### src/rtl/mem_port_arbiter.sv
// Two-port round-robin arbiter sharing one memory port between I-cache (port 0) and D-cache (port 1).
// Optional WAIT timeout abort is enabled by defining MEM_ARB_TIMEOUT_EN.
module mem_port_arbiter #(
    parameter int ADDR_WIDTH     = 32,
    parameter int DATA_WIDTH     = 128,
    parameter int TIMEOUT_CYCLES = 255
) (
    input  logic                  clk,
    input  logic                  rst,
    input  logic                  req_valid0,
    input  logic                  req_wen0,
    input  logic [ADDR_WIDTH-1:0] req_addr0,
    input  logic [DATA_WIDTH-1:0] req_wdata0,
    input  logic                  req_valid1,
    input  logic                  req_wen1,
    input  logic [ADDR_WIDTH-1:0] req_addr1,
    input  logic [DATA_WIDTH-1:0] req_wdata1,
    output logic                  res_valid0,
    output logic [DATA_WIDTH-1:0] res_rdata0,
    output logic                  res_err0,
    output logic                  res_valid1,
    output logic [DATA_WIDTH-1:0] res_rdata1,
    output logic                  res_err1,
    output logic                  busy0,
    output logic                  busy1,
    output logic                  mem_req_valid,
    output logic                  mem_req_wen,
    output logic [ADDR_WIDTH-1:0] mem_addr,
    output logic [DATA_WIDTH-1:0] mem_wdata,
    input  logic                  mem_res_valid,
    input  logic [DATA_WIDTH-1:0] mem_rdata
);

    typedef enum logic [1:0] {IDLE, ISSUE, WAIT} state_e;

    state_e                state_q;
    logic                  owner_q;
    logic                  last_q;
    logic [1:0]            slot_vld_q, slot_vld_d;
    logic [1:0]            slot_wen_q;
    logic [ADDR_WIDTH-1:0] slot_addr_q  [2];
    logic [DATA_WIDTH-1:0] slot_wdata_q [2];

    logic [1:0]            req_v, req_wen, capture;
    logic [ADDR_WIDTH-1:0] req_addr  [2];
    logic [DATA_WIDTH-1:0] req_wdata [2];
    logic                  grant;
    logic                  done;

    logic                  mem_req_valid_q, mem_req_wen_q;
    logic [ADDR_WIDTH-1:0] mem_addr_q;
    logic [DATA_WIDTH-1:0] mem_wdata_q;
    logic [1:0]            res_valid_q;
    logic [DATA_WIDTH-1:0] res_rdata_q [2];

`ifdef MEM_ARB_TIMEOUT_EN
    localparam int CNT_W = (TIMEOUT_CYCLES > 1) ? $clog2(TIMEOUT_CYCLES) : 1;
    localparam logic [CNT_W-1:0] TMO_LAST = CNT_W'(TIMEOUT_CYCLES - 1);
    logic [CNT_W-1:0] tmo_cnt_q;
    logic             tmo_hit;
    logic [1:0]       res_err_q;
`else
    localparam int unused_tmo = TIMEOUT_CYCLES;
`endif

    assign req_v        = {req_valid1, req_valid0};
    assign req_wen      = {req_wen1, req_wen0};
    assign req_addr[0]  = req_addr0;
    assign req_addr[1]  = req_addr1;
    assign req_wdata[0] = req_wdata0;
    assign req_wdata[1] = req_wdata1;

    always_comb begin
        // A pulse is only taken into an empty slot; a busy slot drops it.
        capture = req_v & ~slot_vld_q;
        grant   = (slot_vld_q == 2'b11) ? ~last_q : slot_vld_q[1];
        done    = 1'b0;
`ifdef MEM_ARB_TIMEOUT_EN
        tmo_hit = 1'b0;
`endif
        if (state_q == WAIT) begin
            if (mem_res_valid) begin
                done = 1'b1;
            end
`ifdef MEM_ARB_TIMEOUT_EN
            else if (tmo_cnt_q == TMO_LAST) begin
                done    = 1'b1;
                tmo_hit = 1'b1;
            end
`endif
        end
        slot_vld_d = slot_vld_q | capture;
        if (done) begin
            slot_vld_d[owner_q] = 1'b0;
        end
    end

    always_ff @(posedge clk or negedge rst) begin
        if (!rst) begin
            slot_vld_q <= '0;
        end else begin
            slot_vld_q <= slot_vld_d;
        end
    end

    always_ff @(posedge clk) begin
        for (int p = 0; p < 2; p++) begin
            if (capture[p]) begin
                slot_wen_q[p]   <= req_wen[p];
                slot_addr_q[p]  <= req_addr[p];
                slot_wdata_q[p] <= req_wdata[p];
            end
        end
    end

    always_ff @(posedge clk or negedge rst) begin
        if (!rst) begin
            state_q         <= IDLE;
            owner_q         <= 1'b0;
            last_q          <= 1'b1;
            mem_req_valid_q <= 1'b0;
            mem_req_wen_q   <= 1'b0;
            mem_addr_q      <= '0;
            mem_wdata_q     <= '0;
            res_valid_q     <= '0;
            res_rdata_q[0]  <= '0;
            res_rdata_q[1]  <= '0;
`ifdef MEM_ARB_TIMEOUT_EN
            tmo_cnt_q       <= '0;
            res_err_q       <= '0;
`endif
        end else begin
            mem_req_valid_q <= 1'b0;
            res_valid_q     <= '0;
            case (state_q)
                IDLE: begin
                    if (|slot_vld_q) begin
                        owner_q         <= grant;
                        last_q          <= grant;
                        state_q         <= ISSUE;
                        mem_req_valid_q <= 1'b1;
                        mem_req_wen_q   <= slot_wen_q[grant];
                        mem_addr_q      <= slot_addr_q[grant];
                        mem_wdata_q     <= slot_wdata_q[grant];
                    end
                end
                ISSUE: begin
                    state_q <= WAIT;
`ifdef MEM_ARB_TIMEOUT_EN
                    tmo_cnt_q <= '0;
`endif
                end
                WAIT: begin
                    if (done) begin
                        state_q              <= IDLE;
                        res_valid_q[owner_q] <= 1'b1;
`ifdef MEM_ARB_TIMEOUT_EN
                        res_err_q[owner_q] <= tmo_hit;
                        if (tmo_hit) begin
                            res_rdata_q[owner_q] <= '0;
                        end else if (!mem_req_wen_q) begin
                            res_rdata_q[owner_q] <= mem_rdata;
                        end
`else
                        if (!mem_req_wen_q) begin
                            res_rdata_q[owner_q] <= mem_rdata;
                        end
`endif
                    end
`ifdef MEM_ARB_TIMEOUT_EN
                    else begin
                        tmo_cnt_q <= tmo_cnt_q + 1'b1;
                    end
`endif
                end
                default: state_q <= IDLE;
            endcase
        end
    end

    assign busy0         = slot_vld_q[0];
    assign busy1         = slot_vld_q[1];
    assign mem_req_valid = mem_req_valid_q;
    assign mem_req_wen   = mem_req_wen_q;
    assign mem_addr      = mem_addr_q;
    assign mem_wdata     = mem_wdata_q;
    assign res_valid0    = res_valid_q[0];
    assign res_valid1    = res_valid_q[1];
    assign res_rdata0    = res_rdata_q[0];
    assign res_rdata1    = res_rdata_q[1];
`ifdef MEM_ARB_TIMEOUT_EN
    assign res_err0      = res_err_q[0];
    assign res_err1      = res_err_q[1];
`else
    assign res_err0      = 1'b0;
    assign res_err1      = 1'b0;
`endif

endmodule

### config.mk
export PLATFORM = sky130hd
export DESIGN_NAME = mem_port_arbiter
export DESIGN_NICKNAME = d
export VERILOG_FILES = /design/src/rtl/mem_port_arbiter.sv
export SDC_FILE = /design/constraint.sdc
export NUM_CORES = 1
export LEC_CHECK = 0
export ABC_CLOCK_PERIOD_IN_PS = 7400
export CAP_MARGIN = 5
export CORE_AREA = 5 5 335 337
export DETAILED_ROUTE_END_ITERATION = 6
export DIE_AREA = 0 0 340 342
export PLACE_DENSITY_LB_ADDON = 0.25
export SLEW_MARGIN = 5
export SYNTH_ARGS = -nofsm -noshare
export SYNTH_HDL_FRONTEND = slang
export SYNTH_SLANG_ARGS = --single-unit
export TNS_END_PERCENT = 100
### constraint.sdc
create_clock -name clk -period 7.4 [get_ports clk]
set_input_delay 1.48 -clock clk [delete_from_list [all_inputs] [get_ports clk]]
set_output_delay 1.48 -clock clk [all_outputs]
set_load 0.01 [all_outputs]
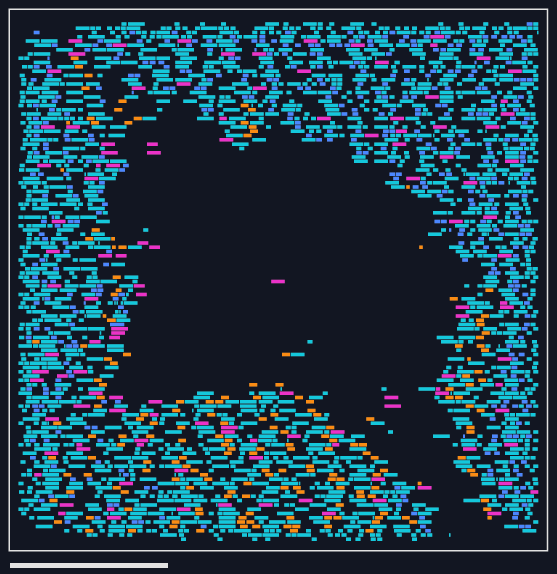
Figure 1: sizing map.
Bar = 100 µm.
blue -> drive 2  # cells 421, share 18%, most used mux2_2
orange -> drive 3 to 4  # cells 185, share 7.7%, most used mux2_4
cyan -> drive 1 or less  # cells 1665, share 70%, most used clkdlybuf4s50_1
magenta -> drive 6 and up  # cells 120, share 5.0%, most used clkbuf_16
final setup slack of the worst path: 4.09 ns
cell area after layout: 0.0413 mm²

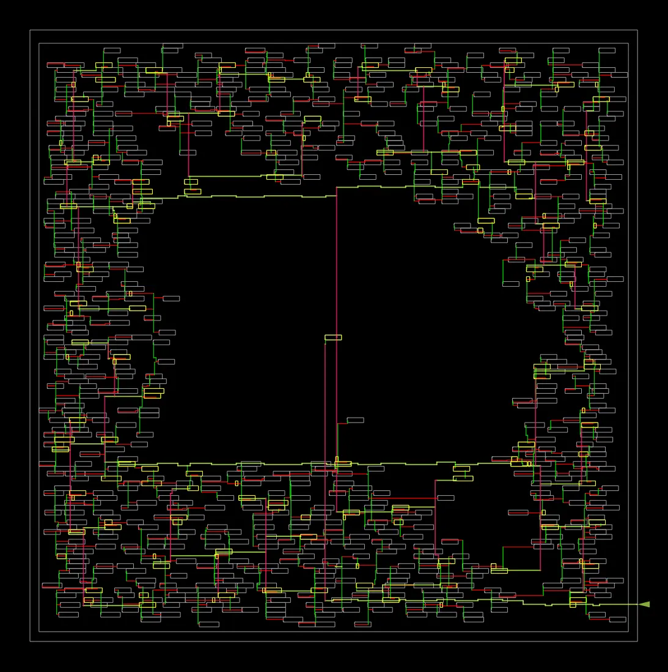
Figure 2: clock routing.
total clock buffers created by CTS: 85
layout sequential cell count: 748

==> run notes <==
impl run done, here's what came out: H-tree depth=3, Worst-path clk slew=0.06 ns, slowest stage delay, CP=0.63 ns, Worst IR Drop VDD=~350 µV, Hold Vio Cnt, Final=0, total met2 wirelength after detailed routing=44.9 mm, Top cell excl fill/tap=sky130_fd_sc_hd__clkdlybuf4s50_1, Core Util at FP=25.8%, routed length per placed instance=22.8 µm, Hold Crit Class=reg -> reg, detailed-route DRC error count=0, routed vias/inst=about 4.2, unrepaired setup endpoints after global routing=no, number of warnings printed during yosys synthesis=0, Max Fanout on Critical Path=6, Simple Share, Synth=0.281%, CP Data Required Time=around 6 ns, Insertion Delay late pin=0.64 ns, total number of nets in the final design=~2800, Cells after Synth=1413, area fraction in xor and xnor cells=0%, arrival time at the worst endpoint=1.83 ns, instance area at placement=0.0384 mm², count of cells resized by post-cts repair=0, area share of the largest cell type after synthesis=a little under two fifths, setup-violating endpoint count in the final report=0, count of placed standard cells in the final layout, fillers left out=3822, Final Max-Slew Violation Tally=0, number of detailed-route iterations in the first pass=4, top cells, area=sky130_fd_sc_hd__dfrtp_1 38%, sky130_fd_sc_hd__edfxtp_1 34%, sky130_fd_sc_hd__mux2_2 16%, sky130_fd_sc_hd__mux2_4 9.1%, sky130_fd_sc_hd__buf_2 0.70%, wire length of the first global-routing pass=125 mm, launching element type of the critical path=flop, grt ovf=0, cell count in the Yosys report=about 1400, global placement routability congestion=0.832, startpoint of the most critical register-to-register path=slot_vld_q[0], register bit total from synthesis=748, global-route usage over all layers=14.5%, Root Buffer Master=sky130_fd_sc_hd__clkbuf_16, Clock Skews=0.0311 ns, Yosys chip area=0.0280 mm², total number of clock tree sinks=748, Slew Limit Headroom=26.1%, Hold Buf Count CTS=0, count of flip-flops with a built-in enable after synthesis=322, area fraction in full adders, half adders and majority gates=0%, clock buffer depth=3, largest net degree at the start of global routing=about 150, Tightest Pin Transition=approximately 1.1 ns, worst r2r dst=mem_wdata[8], commonest cells after routing, fill and taps aside=875 x sky130_fd_sc_hd__clkdlybuf4s50_1, 425 x sky130_fd_sc_hd__dfrtp_1, 410 x sky130_fd_sc_hd__mux2_2, 322 x sky130_fd_sc_hd__edfxtp_1, 170 x sky130_fd_sc_hd__mux2_4, most common flop cell mapped by yosys=sky130_fd_sc_hd__dfrtp_1, remaining number of nets flagged by the antenna check after routing=0, worst-case hold path end point=res_rdata1[88], type of the worst setup path=reg -> out, setup TNS=0 ns, Post-CTS Repair Setup Buffers=0, post-synthesis instance area=0.0280 mm², highest-delay cell along the critical path=sky130_fd_sc_hd__clkdlybuf4s50_1, Layout area overhead=47.1%, R2R setup slack=4.76 ns, Met3 Routed Length=just over 8 mm, launch point of the worst hold path=res_rdata1[88], cell-by-cell listing of the critical path=clkdlybuf4s50_1, mean cell area of the mapped netlist=slightly below 20 µm², antenna violations before repair=28, 1st-iter DRT viols=687, maximum operating frequency=302 MHz, sequential area share after synthesis=72.5%, Placed Cells=3652, worst hold stages=1, die outline area=about 0.12 mm², clock period minus worst slack=between 3 and 4 ns, buffer and inverter count on the worst path=1, biggest combinational cell group after synthesis=multiplexers, end-of-flow core utilization=38.0%, share of cells above drive strength 1=30.4%, kind of cell with the highest combined delay on the critical path=buffers and inverters, post-synthesis mux area share=25.6%, Log Warnings=41, R2R cell count=4, count of distinct cell types in the synthesized netlist=20, CTS tree=yes, Tot Pwr=17700 µW, ao+oa area frac=0.0625%, total detailed-routing wirelength=between 80 and 90 mm, row count=121, max-capacitance violation count=0, HPWL Detailed=62.8 mm, die extent in x=340 µm, fillcell total=10075, number of global-route vias before repair=17691, cell taking the most area after synthesis=sky130_fd_sc_hd__dfrtp_1, WL met1=30.4 mm, fraction of registers with async set/reset=between 50% and 60%, Critical Path Start=slot_vld_q[0], core footprint=between 0.1 and 0.15 mm², overall via count from detail_route=15960, Vert. Die Dim=342 µm, total power density per cell area=429 mW/mm², result of the run=completed, top metal layer carrying routed signals=met5, portion of the clock cycle consumed by the worst path in the final layout=44.7%, type of destination of the critical path=primary output, static leakage power=between 0.015 and 0.02 µW
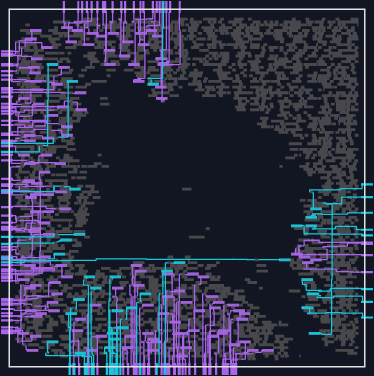
Figure 3: I/O nets highlighted.
cyan -> `req_addr1`  # bits 32, direction input, end cells 32, buffers 32, wire 2520 µm
purple -> `req_wdata0`  # bits 128, direction input, end cells 128, buffers 128, wire 5960 µm
I/O Buffers: 876
boundary pin count: 879

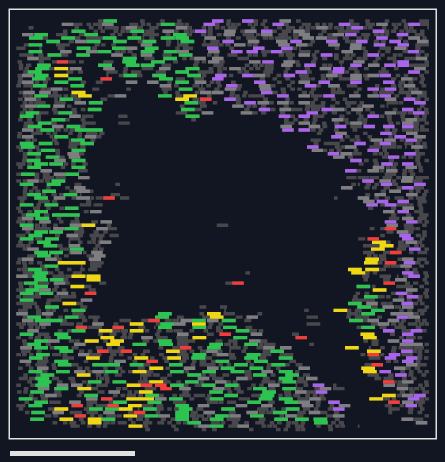
Figure 4: sequential cells grouped by signal name.
Bar = 100 µm.
green -> `slot_wdata_q`  # flops 256
red -> `mem_addr`  # flops 32
purple -> `res_rdata0`  # flops 128
yellow -> `slot_addr_q`  # flops 64
not colored = 268

## synth_stat cells, types with 2 or more instances
| master | n |
|---|---|
| sky130_fd_sc_hd__mux2_4 | 170 |
| sky130_fd_sc_hd__nor2_1 | 6 |
| sky130_fd_sc_hd__buf_4 | 14 |
| sky130_fd_sc_hd__clkbuf_1 | 2 |
| sky130_fd_sc_hd__edfxtp_1 | 322 |
| sky130_fd_sc_hd__nor2b_1 | 3 |
| sky130_fd_sc_hd__dfrtp_1 | 425 |
| sky130_fd_sc_hd__nor3_1 | 2 |
| sky130_fd_sc_hd__buf_2 | 39 |
| sky130_fd_sc_hd__mux2_2 | 410 |
| sky130_fd_sc_hd__buf_6 | 11 |
## state kept, by name, summed over array words and instances, names as in the netlist, 32 cells and up
register,cells
res_rdata0,128
mem_addr,32
slot_wdata_q,256
mem_wdata,128
res_rdata1,128
slot_addr_q,64
## cells by family after synthesis
kind of cell	Yosys count
AOI/OAI and AO/OA	2
buffers and inverters	67
DFF	748
muxes	581
other	1
and+or+nand+nor	14
## routing by layer
metal,GRT usage [%],up-vias
met2,25.7,634
met4,5.72,14
met1,15.0,8061
li1,-,7090
met3,6.33,161
met5,0,-
## layout make-up
cell class              instances  area [µm²]  area share, %
inverters                       1        3.75        0.00910
diodes                         17        42.5          0.103
clock inverters                32         419           1.02
well taps                    1414        1770           4.29
repair buffers                890        8980           21.8
multi-input cells             599        7320           17.8
clock buffers                 121        2390           5.80
flip-flops and latches        748       20300           49.3
## through the flow
step / hold WS (ns) / setup WS (ns)
after floorplan: 0.484 / 1.29
after global placement: 0.490 / 3.52
after detailed placement: 0.494 / 3.44
after CTS: 0.506 / 3.93
after global routing: 0.512 / 3.87
final: 0.503 / 4.09
## report_power, final
group / internal, µW / switching, µW
sequential: 5750 / 709
clock: 2510 / 1700
combinational: 4240 / 2810
total: 12500 / 5220
## worst max-delay path by stage
| stage | end | slack, ns | cells past startpoint |
|---|---|---|---|
| finish | busy0 | 4.09 | 1 |
| global route | mem_addr[3] | 3.87 | 1 |
| floorplan | slot_addr_q[1][0] | 1.29 | 1 |
| detailed placement | slot_wdata_q[1][54] | 3.44 | 3 |
| global placement | slot_wdata_q[1][53] | 3.52 | 3 |
| CTS | mem_addr[3] | 3.93 | 1 |
Power is estimated from default activity; no workload was simulated.
